Fig. 1: metal 2
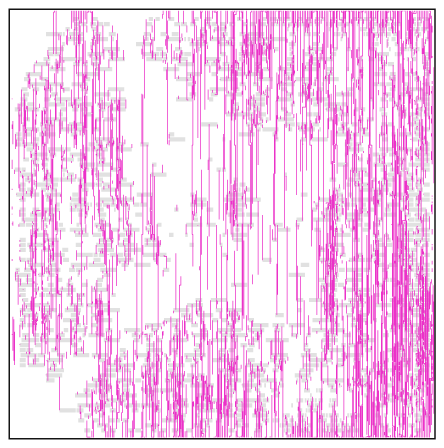
Fig. 2: routing congestion
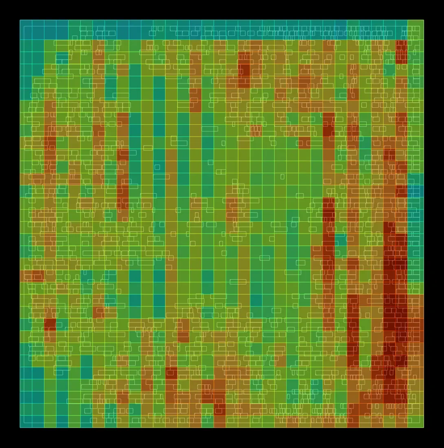
Fig. 3: metal 1
Supply wires on this layer in gray.
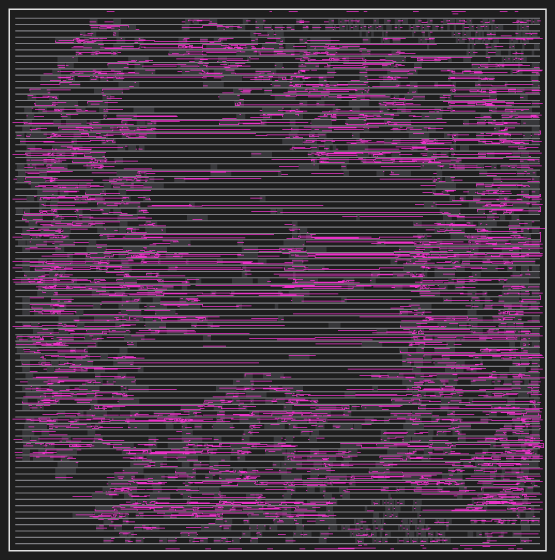
Fig. 4: where the registers sit
Other sequential cells in the stronger gray, the rest of the logic in the fainter gray.
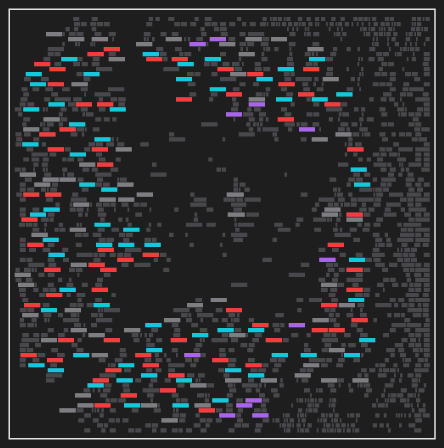
Fig. 5: nets reached from selected ports
Bar = 50 µm.
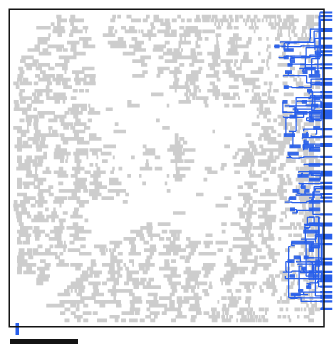
`src/rtl/combined_wire.sv`:
```
// Inter-stage record types shared by writeback, csr_file and the fetch redirect path.
package combined_wire;
    localparam int XLEN = 64;

    typedef struct packed {
        logic            csr_write_enable;
        logic [11:0]     csr_dest_addr;
        logic [XLEN-1:0] csr_write_data;
        logic            is_ecall;
        logic            is_ebreak;
        logic            is_mret;
        logic [XLEN-1:0] pc;
    } csr_writer;

    typedef struct packed {
        logic            do_jump;
        logic [XLEN-1:0] dest_addr;
        logic [31:0]     jump_inst;
        logic [XLEN-1:0] inst_counter;
    } jump_writer;
endpackage

```
`src/rtl/csr_pkg.sv`:
```
// CSR addresses, mstatus bit layout and the commit sequencer state encoding.
package csr_pkg;
    localparam logic [11:0] CSR_MSTATUS = 12'h300;
    localparam logic [11:0] CSR_MTVEC   = 12'h305;
    localparam logic [11:0] CSR_MEPC    = 12'h341;
    localparam logic [11:0] CSR_MCAUSE  = 12'h342;

    localparam int MIE_BIT  = 3;
    localparam int MPIE_BIT = 7;
    localparam int MPP_LO   = 11;
    localparam int MPP_HI   = 12;

    typedef enum logic [2:0] {
        S_IDLE,
        S_PLAIN,
        S_T_EPC,
        S_T_CAUSE,
        S_T_STAT,
        S_T_JMP,
        S_MR_STAT,
        S_MR_JMP
    } csr_seq_state_t;

    typedef enum logic [1:0] {
        CLS_NONE,
        CLS_PLAIN,
        CLS_TRAP,
        CLS_MRET
    } csr_class_t;

    // Traps win over mret, mret wins over a plain write.
    function automatic csr_class_t classify(
        input logic ecall,
        input logic ebreak,
        input logic mret,
        input logic we
    );
        csr_class_t c;
        if (ecall || ebreak) c = CLS_TRAP;
        else if (mret)       c = CLS_MRET;
        else if (we)         c = CLS_PLAIN;
        else                 c = CLS_NONE;
        return c;
    endfunction
endpackage

```
`src/rtl/csr_commit_ctrl_if.sv`:
```
// Writeback-side handshake, csr_file read/write port and redirect bundle.
interface csr_commit_ctrl_if;
    import combined_wire::*;

    logic            in_valid;
    logic            in_ready;
    csr_writer       in_csr;
    logic [XLEN-1:0] mstatus_q;
    logic [XLEN-1:0] mtvec_q;
    logic [XLEN-1:0] mepc_q;
    logic            csr_we;
    logic [11:0]     csr_waddr;
    logic [XLEN-1:0] csr_wdata;
    logic            busy;
    jump_writer      redirect;

    modport master (
        output in_valid, in_csr, mstatus_q, mtvec_q, mepc_q,
        input  in_ready, csr_we, csr_waddr, csr_wdata, busy, redirect
    );

    modport slave (
        input  in_valid, in_csr, mstatus_q, mtvec_q, mepc_q,
        output in_ready, csr_we, csr_waddr, csr_wdata, busy, redirect
    );
endinterface

```
`src/rtl/csr_commit_ctrl_mstatus_xform.sv`:
```
// mstatus rewrite for trap entry (is_trap=1) and mret return (is_trap=0).
module mstatus_xform
    import csr_pkg::*;
#(
    parameter int XLEN = 64
) (
    input  logic [XLEN-1:0] mstatus_in,
    input  logic            is_trap,
    output logic [XLEN-1:0] mstatus_out
);
    always_comb begin
        mstatus_out = mstatus_in;
        if (is_trap) begin
            mstatus_out[MPIE_BIT]      = mstatus_in[MIE_BIT];
            mstatus_out[MIE_BIT]       = 1'b0;
            mstatus_out[MPP_HI:MPP_LO] = 2'b11;
        end else begin
            mstatus_out[MIE_BIT]       = mstatus_in[MPIE_BIT];
            mstatus_out[MPIE_BIT]      = 1'b1;
            mstatus_out[MPP_HI:MPP_LO] = 2'b00;
        end
    end
endmodule

```
`src/rtl/csr_commit_ctrl.sv`:
```
// Serialises committed CSR records (plain, ecall/ebreak, mret) onto the
// single csr_file write port and issues the trap/return redirect.
module csr_commit_ctrl
    import combined_wire::*;
    import csr_pkg::*;
#(
    parameter int XLEN         = 64,
    parameter int CAUSE_ECALL  = 11,
    parameter int CAUSE_EBREAK = 3
) (
    input logic               clk,
    input logic               reset,
    csr_commit_ctrl_if.slave  bus
);
    csr_seq_state_t  state_q, state_d;
    logic [XLEN-1:0] pc_q, pc_d;
    logic [XLEN-1:0] wdat_q, wdat_d;
    logic [XLEN-1:0] mst_q, mst_d;
    logic [11:0]     addr_q, addr_d;
    logic            ebrk_q, ebrk_d;

    csr_class_t      cls;
    logic            idle;
    logic            accept;
    logic [XLEN-1:0] mst_new;
    logic [XLEN-1:0] cause;

    assign cls = classify(bus.in_csr.is_ecall, bus.in_csr.is_ebreak,
                          bus.in_csr.is_mret, bus.in_csr.csr_write_enable);
    assign idle   = (state_q == S_IDLE);
    assign accept = bus.in_valid & idle;

    always_ff @(posedge clk or negedge reset) begin
        if (!reset) begin
            state_q <= S_IDLE;
            pc_q    <= '0;
            wdat_q  <= '0;
            mst_q   <= '0;
            addr_q  <= '0;
            ebrk_q  <= 1'b0;
        end else begin
            state_q <= state_d;
            pc_q    <= pc_d;
            wdat_q  <= wdat_d;
            mst_q   <= mst_d;
            addr_q  <= addr_d;
            ebrk_q  <= ebrk_d;
        end
    end

    always_comb begin
        state_d = state_q;
        pc_d    = pc_q;
        wdat_d  = wdat_q;
        mst_d   = mst_q;
        addr_d  = addr_q;
        ebrk_d  = ebrk_q;
        if (accept) begin
            pc_d   = bus.in_csr.pc;
            wdat_d = bus.in_csr.csr_write_data;
            addr_d = bus.in_csr.csr_dest_addr;
            mst_d  = bus.mstatus_q;
            ebrk_d = ~bus.in_csr.is_ecall;
        end
        unique case (state_q)
            S_IDLE: begin
                if (accept) begin
                    unique case (cls)
                        CLS_TRAP:  state_d = S_T_EPC;
                        CLS_MRET:  state_d = S_MR_STAT;
                        CLS_PLAIN: state_d = S_PLAIN;
                        default:   state_d = S_IDLE;
                    endcase
                end
            end
            S_PLAIN:   state_d = S_IDLE;
            S_T_EPC:   state_d = S_T_CAUSE;
            S_T_CAUSE: state_d = S_T_STAT;
            S_T_STAT:  state_d = S_T_JMP;
            S_T_JMP:   state_d = S_IDLE;
            S_MR_STAT: state_d = S_MR_JMP;
            S_MR_JMP:  state_d = S_IDLE;
            default:   state_d = S_IDLE;
        endcase
    end

    mstatus_xform #(.XLEN(XLEN)) u_xform (
        .mstatus_in  (mst_q),
        .is_trap     (state_q == S_T_STAT),
        .mstatus_out (mst_new)
    );

    assign cause = ebrk_q ? XLEN'(CAUSE_EBREAK) : XLEN'(CAUSE_ECALL);

    // Outputs depend on registered state; jump targets read the live CSRs.
    always_comb begin
        bus.csr_we    = 1'b0;
        bus.csr_waddr = '0;
        bus.csr_wdata = '0;
        bus.redirect  = '0;
        unique case (state_q)
            S_PLAIN: begin
                bus.csr_we    = 1'b1;
                bus.csr_waddr = addr_q;
                bus.csr_wdata = wdat_q;
            end
            S_T_EPC: begin
                bus.csr_we    = 1'b1;
                bus.csr_waddr = CSR_MEPC;
                bus.csr_wdata = pc_q;
            end
            S_T_CAUSE: begin
                bus.csr_we    = 1'b1;
                bus.csr_waddr = CSR_MCAUSE;
                bus.csr_wdata = cause;
            end
            S_T_STAT, S_MR_STAT: begin
                bus.csr_we    = 1'b1;
                bus.csr_waddr = CSR_MSTATUS;
                bus.csr_wdata = mst_new;
            end
            S_T_JMP: begin
                bus.redirect.do_jump   = 1'b1;
                bus.redirect.dest_addr = {bus.mtvec_q[XLEN-1:2], 2'b00};
            end
            S_MR_JMP: begin
                bus.redirect.do_jump   = 1'b1;
                bus.redirect.dest_addr = {bus.mepc_q[XLEN-1:1], 1'b0};
            end
            default: ;
        endcase
    end

    assign bus.in_ready = idle;
    assign bus.busy     = ~idle | (bus.in_valid &
                          ((cls == CLS_TRAP) | (cls == CLS_MRET)));
endmodule

```
`src/flat_wrapper.sv`:
```
// flat-port wrapper written by rule: the top's interface ports become plain ports
module csr_commit_ctrl_flat import combined_wire::*; import csr_pkg::*;
#(
    parameter int XLEN         = 64,
    parameter int CAUSE_ECALL  = 11,
    parameter int CAUSE_EBREAK = 3
)
  (clk, reset, bus_in_valid, bus_in_csr, bus_mstatus_q, bus_mtvec_q, bus_mepc_q, bus_in_ready, bus_csr_we, bus_csr_waddr, bus_csr_wdata, bus_busy, bus_redirect);
  csr_commit_ctrl_if bus_i ();
  input logic clk;
  input logic reset;
  input wire logic [$bits(bus_i.in_valid)-1:0] bus_in_valid;
  input wire logic [$bits(bus_i.in_csr)-1:0] bus_in_csr;
  input wire logic [$bits(bus_i.mstatus_q)-1:0] bus_mstatus_q;
  input wire logic [$bits(bus_i.mtvec_q)-1:0] bus_mtvec_q;
  input wire logic [$bits(bus_i.mepc_q)-1:0] bus_mepc_q;
  output wire logic [$bits(bus_i.in_ready)-1:0] bus_in_ready;
  output wire logic [$bits(bus_i.csr_we)-1:0] bus_csr_we;
  output wire logic [$bits(bus_i.csr_waddr)-1:0] bus_csr_waddr;
  output wire logic [$bits(bus_i.csr_wdata)-1:0] bus_csr_wdata;
  output wire logic [$bits(bus_i.busy)-1:0] bus_busy;
  output wire logic [$bits(bus_i.redirect)-1:0] bus_redirect;
  assign bus_i.in_valid = bus_in_valid;
  assign bus_i.in_csr = bus_in_csr;
  assign bus_i.mstatus_q = bus_mstatus_q;
  assign bus_i.mtvec_q = bus_mtvec_q;
  assign bus_i.mepc_q = bus_mepc_q;
  assign bus_in_ready = bus_i.in_ready;
  assign bus_csr_we = bus_i.csr_we;
  assign bus_csr_waddr = bus_i.csr_waddr;
  assign bus_csr_wdata = bus_i.csr_wdata;
  assign bus_busy = bus_i.busy;
  assign bus_redirect = bus_i.redirect;
  csr_commit_ctrl #(.XLEN(XLEN), .CAUSE_ECALL(CAUSE_ECALL), .CAUSE_EBREAK(CAUSE_EBREAK)) u_core (.clk(clk), .reset(reset), .bus(bus_i));
endmodule
```
`config.mk`:
```
export PLATFORM = sky130hd
export DESIGN_NAME = csr_commit_ctrl_flat
export DESIGN_NICKNAME = d
export VERILOG_FILES = /design/src/rtl/combined_wire.sv /design/src/rtl/csr_pkg.sv /design/src/rtl/csr_commit_ctrl_if.sv /design/src/rtl/csr_commit_ctrl_mstatus_xform.sv /design/src/rtl/csr_commit_ctrl.sv /design/src/flat_wrapper.sv
export SDC_FILE = /design/constraint.sdc
export NUM_CORES = 1
export LEC_CHECK = 0
export CORE_AREA = 2 2 228 230
export CTS_CLUSTER_DIAMETER = 120
export CTS_CLUSTER_SIZE = 8
export DETAILED_ROUTE_END_ITERATION = 8
export DIE_AREA = 0 0 230 232
export GPL_ROUTABILITY_DRIVEN = 0
export GPL_TIMING_DRIVEN = 0
export PLACE_DENSITY_LB_ADDON = 0.15
export SYNTH_ARGS = -nofsm -noshare
export SYNTH_HDL_FRONTEND = slang
export SYNTH_SLANG_ARGS = --single-unit
```
`constraint.sdc`:
```
create_clock -name clk -period 2.35 [get_ports clk]
set_input_delay 0.5875 -clock clk [delete_from_list [all_inputs] [get_ports clk]]
set_output_delay 0.5875 -clock clk [all_outputs]
set_load 0.02 [all_outputs]
```
==> impl_report.txt <==
RUN METRICS
----------------------------------------------------
[Outcome]
  Status ........................ complete, but fails checks
  Violations in the final reports ........................ negative setup slack

[Power]
  Sum of internal, switching and leakage power ........................ 24.4 mW
  IR drop worst, VDD ........................ 726 µV
  Pint ........................ 14.7 mW

[Synthesis]
  Area share of the largest cell type after synthesis ........................ 0.484
  List of most frequent post-synthesis cells ........................ dfrtp_1, mux2_1, buf_4, nor2_1
  FA/HA/MAJ Cells, Area Fraction ........................ 0
  Number of enable flip-flop cells ........................ 0

[Placement]
  PortBufs ........................ 476

[Finish]
  Sequential Area ........................ 5160 µm²
  Share of post-route cells with drive strength above 1 ........................ 0.357
  Final core area utilization ........................ 0.377
  Number of fill cells in the layout ........................ 5075

[STA]
  Actual transition at the worst max-transition pin ........................ 0.852 ns
  Setup TNS ........................ -36.50 ns
  Setup-failing EPs final ........................ 142
  Final Hold Vio Count ........................ 0
  Post-layout worst setup margin ........................ -0.400 ns

[Drt]
  Routed Antenna Nets ........................ 0
  Routed length on met2 ........................ 28400 µm
  Wire length on met3 ........................ 4360 µm
  Via count of the routed design ........................ 9465

[Floorplanning]
  Well Taps ........................ 680
  Die width ........................ 230 µm

[Setup path]
  Highest-delay cell along the critical path ........................ dfrtp_1
  Crit path buf inv count ........................ 6
  Reg-to-Reg Start ........................ u_core.state_q[2]

[Global route]
  Met1 routing resource usage after global routing ........................ 0.199

[Run]
  Tally of max-capacitance violations ........................ 0

[Clock network]
  Number of gates given a new drive strength after cts ........................ 1064

----------------------------------------------------
-- Fig. 1 (at the start) --
The layer holds 53% of the routed length. 1728 nets have wire on it. The wires run mostly vertical.

-- Fig. 2 (at the start) --
met2 Usage GRT: 0.364
highest-utilization routing layer at the global route stage: met2
WL per Instance: 23.4 µm

-- Fig. 3 (at the start) --
The wires run mostly horizontal. 1723 nets have wire on it.

-- Fig. 4 (at the start) --
Red shows `u_core.pc_q`, placed flops 64, where widely spread. Purple shows `u_core.addr_q`, placed flops 12. Cyan shows `u_core.mst_q`, placed flops 62, where widely spread.
Another 68 sequential cells are not colored.

-- Fig. 5 (at the start) --
Blue shows `bus_mtvec_q`, bits 64, direction input, edge 62 right, 2 bottom, end cells 62, buffers 62, wire 2040 µm.

Power and IR drop assume default switching activity.
